**Run 1: drive-strength map**

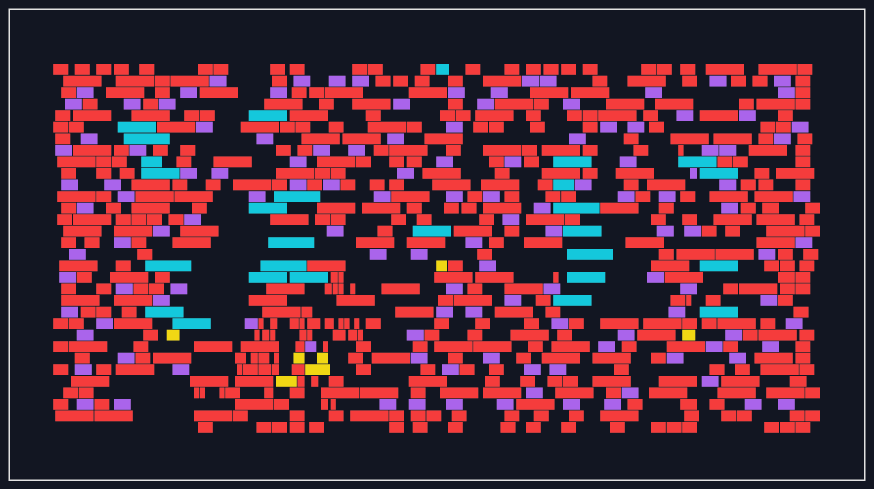
**Run 1: routing congestion map**

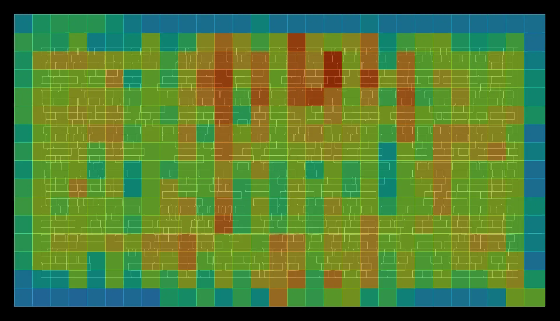
**Run 1: gate families picked out**

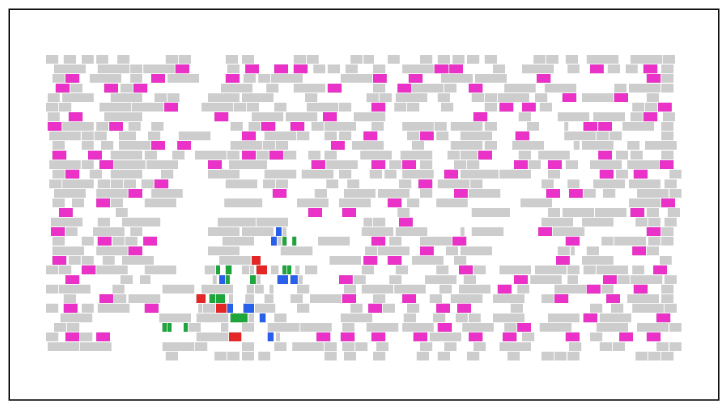
**Run 1: routed metal, one color a layer**

Two of the layers only.
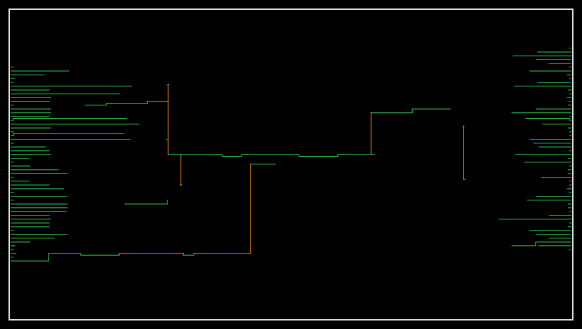
==> config.mk <==
export PLATFORM = sky130hd
export DESIGN_NAME = axi4_lite_master_ctrl
export DESIGN_NICKNAME = d
export VERILOG_FILES = /design/src/rtl/axi4_lite_master_ctrl.sv
export SDC_FILE = /design/constraint.sdc
export NUM_CORES = 1
export LEC_CHECK = 0
export CAP_MARGIN = 20
export CELL_PAD_IN_SITES_DETAIL_PLACEMENT = 0
export CELL_PAD_IN_SITES_GLOBAL_PLACEMENT = 1
export CORE_ASPECT_RATIO = 0.5
export CORE_MARGIN = 10
export CORE_UTILIZATION = 33
export CTS_CLUSTER_DIAMETER = 80
export CTS_CLUSTER_SIZE = 24
export DETAILED_ROUTE_END_ITERATION = 8
export HOLD_SLACK_MARGIN = 0.08
export PLACE_DENSITY_LB_ADDON = 0.1
export SYNTH_ARGS = -nofsm -noshare
export SYNTH_HDL_FRONTEND = slang
export SYNTH_SLANG_ARGS = --single-unit
export TNS_END_PERCENT = 1
==> constraint.sdc <==
create_clock -name ACLK -period 9.4 [get_ports ACLK]
set_clock_uncertainty 0.1 [all_clocks]
set_input_delay 1.88 -clock ACLK [delete_from_list [all_inputs] [get_ports ACLK]]
set_output_delay 1.88 -clock ACLK [all_outputs]
set_load 0.02 [all_outputs]
==> impl_metrics.yaml, run 1 <==
# implementation run metrics
floorplan:
  initial_core_util_pct: 34.4
  rows: 32
  pin_count: 277
sta:
  worst_setup_slack_after_layout_ns: 5.79
  rsz_0062_raised_after_global_routing: "no"
  max-slew-margin-rel_pct: 42.2
  finalHoldWorstSlack_ns: 0.371
  timing.fmax_ghz: 0.277
logic_synthesis:
  area_leaders: "dfrtp_1 66%, mux2_2 26%, buf_6 1.2%"
  yosys_simple_share_pct: 2.84
  common_cells: "142 x dfrtp_1, 125 x mux2_2, 9 x nand2_1"
  synth_largest_type_area_fraction_pct: 65.6
  post-synth-top-area-cell: "dfrtp_1"
  yosys-stat-cells: 336
  number_of_flops_mapped_to_enable_cells_by_yosys: 0
  netlist_instances: 336
  synth-main-ff-cell: "dfrtp_1"
cells_and_area:
  buffers: 279
  nClkBuffers: 22
  num-fill-cells: 1316
route:
  route.top_layer_used: "met4"
  met2_wire_len_mm: 8.53
  antenna_violating_nets_post_route: 0
  dr.first_iter.drc_count: 75
  dr_wl_met3_mm: 1.35
pwr:
  switching_share_pct: 33.4
  power-top-group: "combinational logic"
  intPower_mw: 2.32
  clock_power_uw: 798
  power_per_cell_area_nw_per_um2: 385
  leakagePower_nw: 3.74
run:
  warnings: 26
  maxCapViolations: 0
critical_path:
  cp-end-kind: "flop"
  worst_path_max_delay_cell: "buf_4"
  timing.critical_path.from_type: "input pin"
cts:
  clock_path_buffers: 2
place:
  post-place-ws_ns: 5.37
  post-place-cells: 819
  post_dp_cell_area_um2: 8350
outcome:
  run_status: "completed"
grt:
  global_route_wire_length_before_repair_mm: 25.9
-- 'drive-strength map' (at the start) --
red -> _0 and _1 cells  # cells 468, share 74%, most used clkdlybuf4s50_1
purple -> _2 cells  # cells 128, share 20%, most used mux2_2
yellow -> _3 and _4 cells  # cells 7, share 1.1%, most used buf_4
cyan -> _6 and larger  # cells 27, share 4.3%, most used clkbuf_16
final design instance area without fill: 9040 um^2
area added between synthesis and finish: 67.0%

-- 'routing congestion map' (at the start) --
busiest metal layer after global routing: met2
Util after Layout: 57.5%
met1 track demand over resource in global routing: 17.3%
total routing usage reported by global routing: 15.2%
M3 GR Usage: 7.08%

-- 'gate families picked out' (at the start) --
blue -> aoi and oai cells  # cells 9, most used o21ai_0
magenta -> mux cells  # cells 129, most used mux2_2, where widely spread
red -> non-inverting ao/oa cells  # cells 5
green -> nand cells  # cells 14, most used nand2_1
multi-input gate share of the layout cell area: 18.8%
Commonest Layout Cell: clkdlybuf4s50_1

-- 'routed metal, one color a layer' (at the start) --
orange -> metal 4  # wire length 102 um
green -> metal 3  # wire length 1,350 um
count of vias placed by the detailed router: 3,748
DRT Wirelength: 16.7 mm
post-DR wirelength/cell: 19.7 um

**Run 1: ports around the boundary**

Bar = 50 um. Pins as bars across the die edge, other pins in gray.
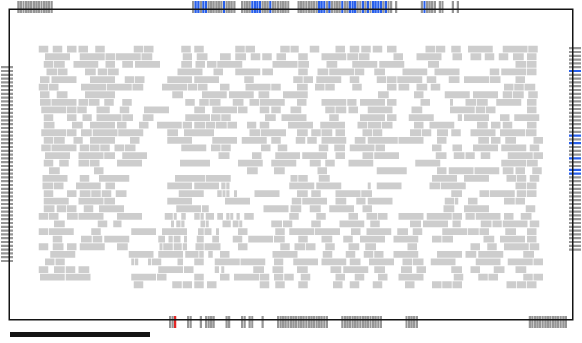

--- run 2 (diff from run 1) ---
--- a/config.mk
+++ b/config.mk
@@ -10,7 +10,7 @@
 export CELL_PAD_IN_SITES_GLOBAL_PLACEMENT = 1
 export CORE_ASPECT_RATIO = 0.5
 export CORE_MARGIN = 10
-export CORE_UTILIZATION = 33
+export CORE_UTILIZATION = 28
 export CTS_CLUSTER_DIAMETER = 80
 export CTS_CLUSTER_SIZE = 24
 export DETAILED_ROUTE_END_ITERATION = 8
==> constraint.sdc (replaced) <==
create_clock -name ACLK -period 3.3 [get_ports ACLK]
set_clock_uncertainty 0.1 [all_clocks]
set_input_delay 0.66 -clock ACLK [delete_from_list [all_inputs] [get_ports ACLK]]
set_output_delay 0.66 -clock ACLK [all_outputs]
set_load 0.02 [all_outputs]
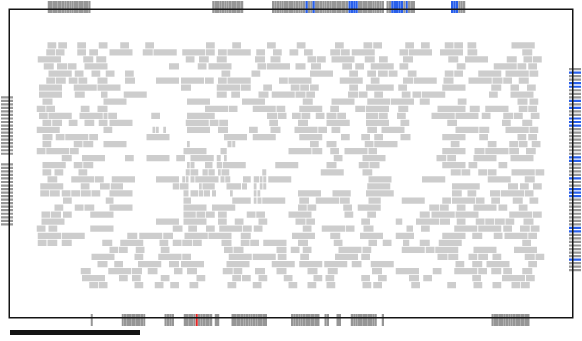
**Above:** run 2 (ports around the boundary).
Bar = 50 um. Pins as bars across the die edge, other pins in gray.
red -> `BREADY`  # pins 1, direction output, edge bottom
blue -> `Write_Data`  # pins 32, direction input, edge 17 right, 15 top
all pins by edge = 96 top, 88 bottom, 58 right, 35 left
Vert. Die Dim: 118 um
PortBufs: 276
width of the chip: 217 um

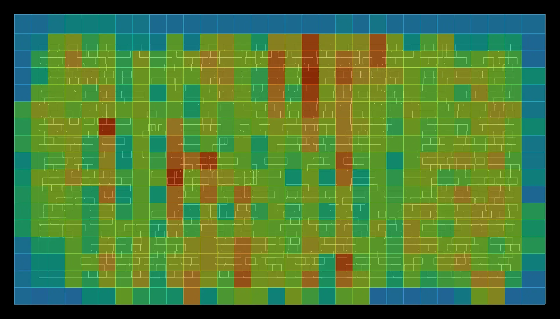
**Above:** run 2 (routing congestion map).
total routing usage reported by global routing: 12.9%
M3 GR Usage: 3.97%
met2 demand-to-capacity share in global routing: 22.4%
Util after Layout: 48.7%

==> run 2 against run 1 <==
Against the previous run: clock power grew to 2.7 times the previous value; sequential power rose to 2.8 times the previous value; utilization down 8.7 points; first-iteration DRC count grew 56%; worst hold slack better by 0.012 ns; count of clock-buffer cells in the layout shrank 1; critical path depth down 4; register-to-register slack lost 5.9 ns; global-route usage fell by 2.3 points; largest cell class unchanged; highest routed layer unchanged.
==> impl_metrics.yaml, run 2 <==
# implementation run metrics
outcome:
  run_status: "completed"
cells_and_area:
  comb_area_share_pct: 18.7
  buffers: 282
  final_layout_top_logic_cell: "clkdlybuf4s50_1"
  finish.instance_area_um2: 9110
pwr:
  intPower_mw: 6.50
  clock_power_mw: 2.16
  leakagePower_nw: 3.74
place:
  post-place-ws_ns: 0.819
  post-place-cells: 860
  post_dp_cell_area_um2: 8450
sta:
  rsz_0062_raised_after_global_routing: "no"
  max-slew-margin-rel_pct: 64.7
  timing.fmax_ghz: 0.452
  finalHoldWorstSlack_ns: 0.382
logic_synthesis:
  common_cells: "142 x dfrtp_1, 125 x mux2_2, 9 x nand2_1"
  number_of_flops_mapped_to_enable_cells_by_yosys: 0
  yosys_simple_share_pct: 2.84
  area_leaders: "dfrtp_1 66%, mux2_2 26%, buf_6 1.2%"
  synth-main-ff-cell: "dfrtp_1"
run:
  warnings: 26
floorplan:
  initial_core_util_pct: 29.0
grt:
  busiest_layer: "met2"
  grtUsageMet1_pct: 15.0
route:
  dr.first_iter.drc_count: 117
  dr_wl_met3_um: 889
  route.top_layer_used: "met4"
  routed-via-count: 3814
critical_path:
  cp-end-kind: "output pin"
Power is estimated from default activity; no workload was simulated.
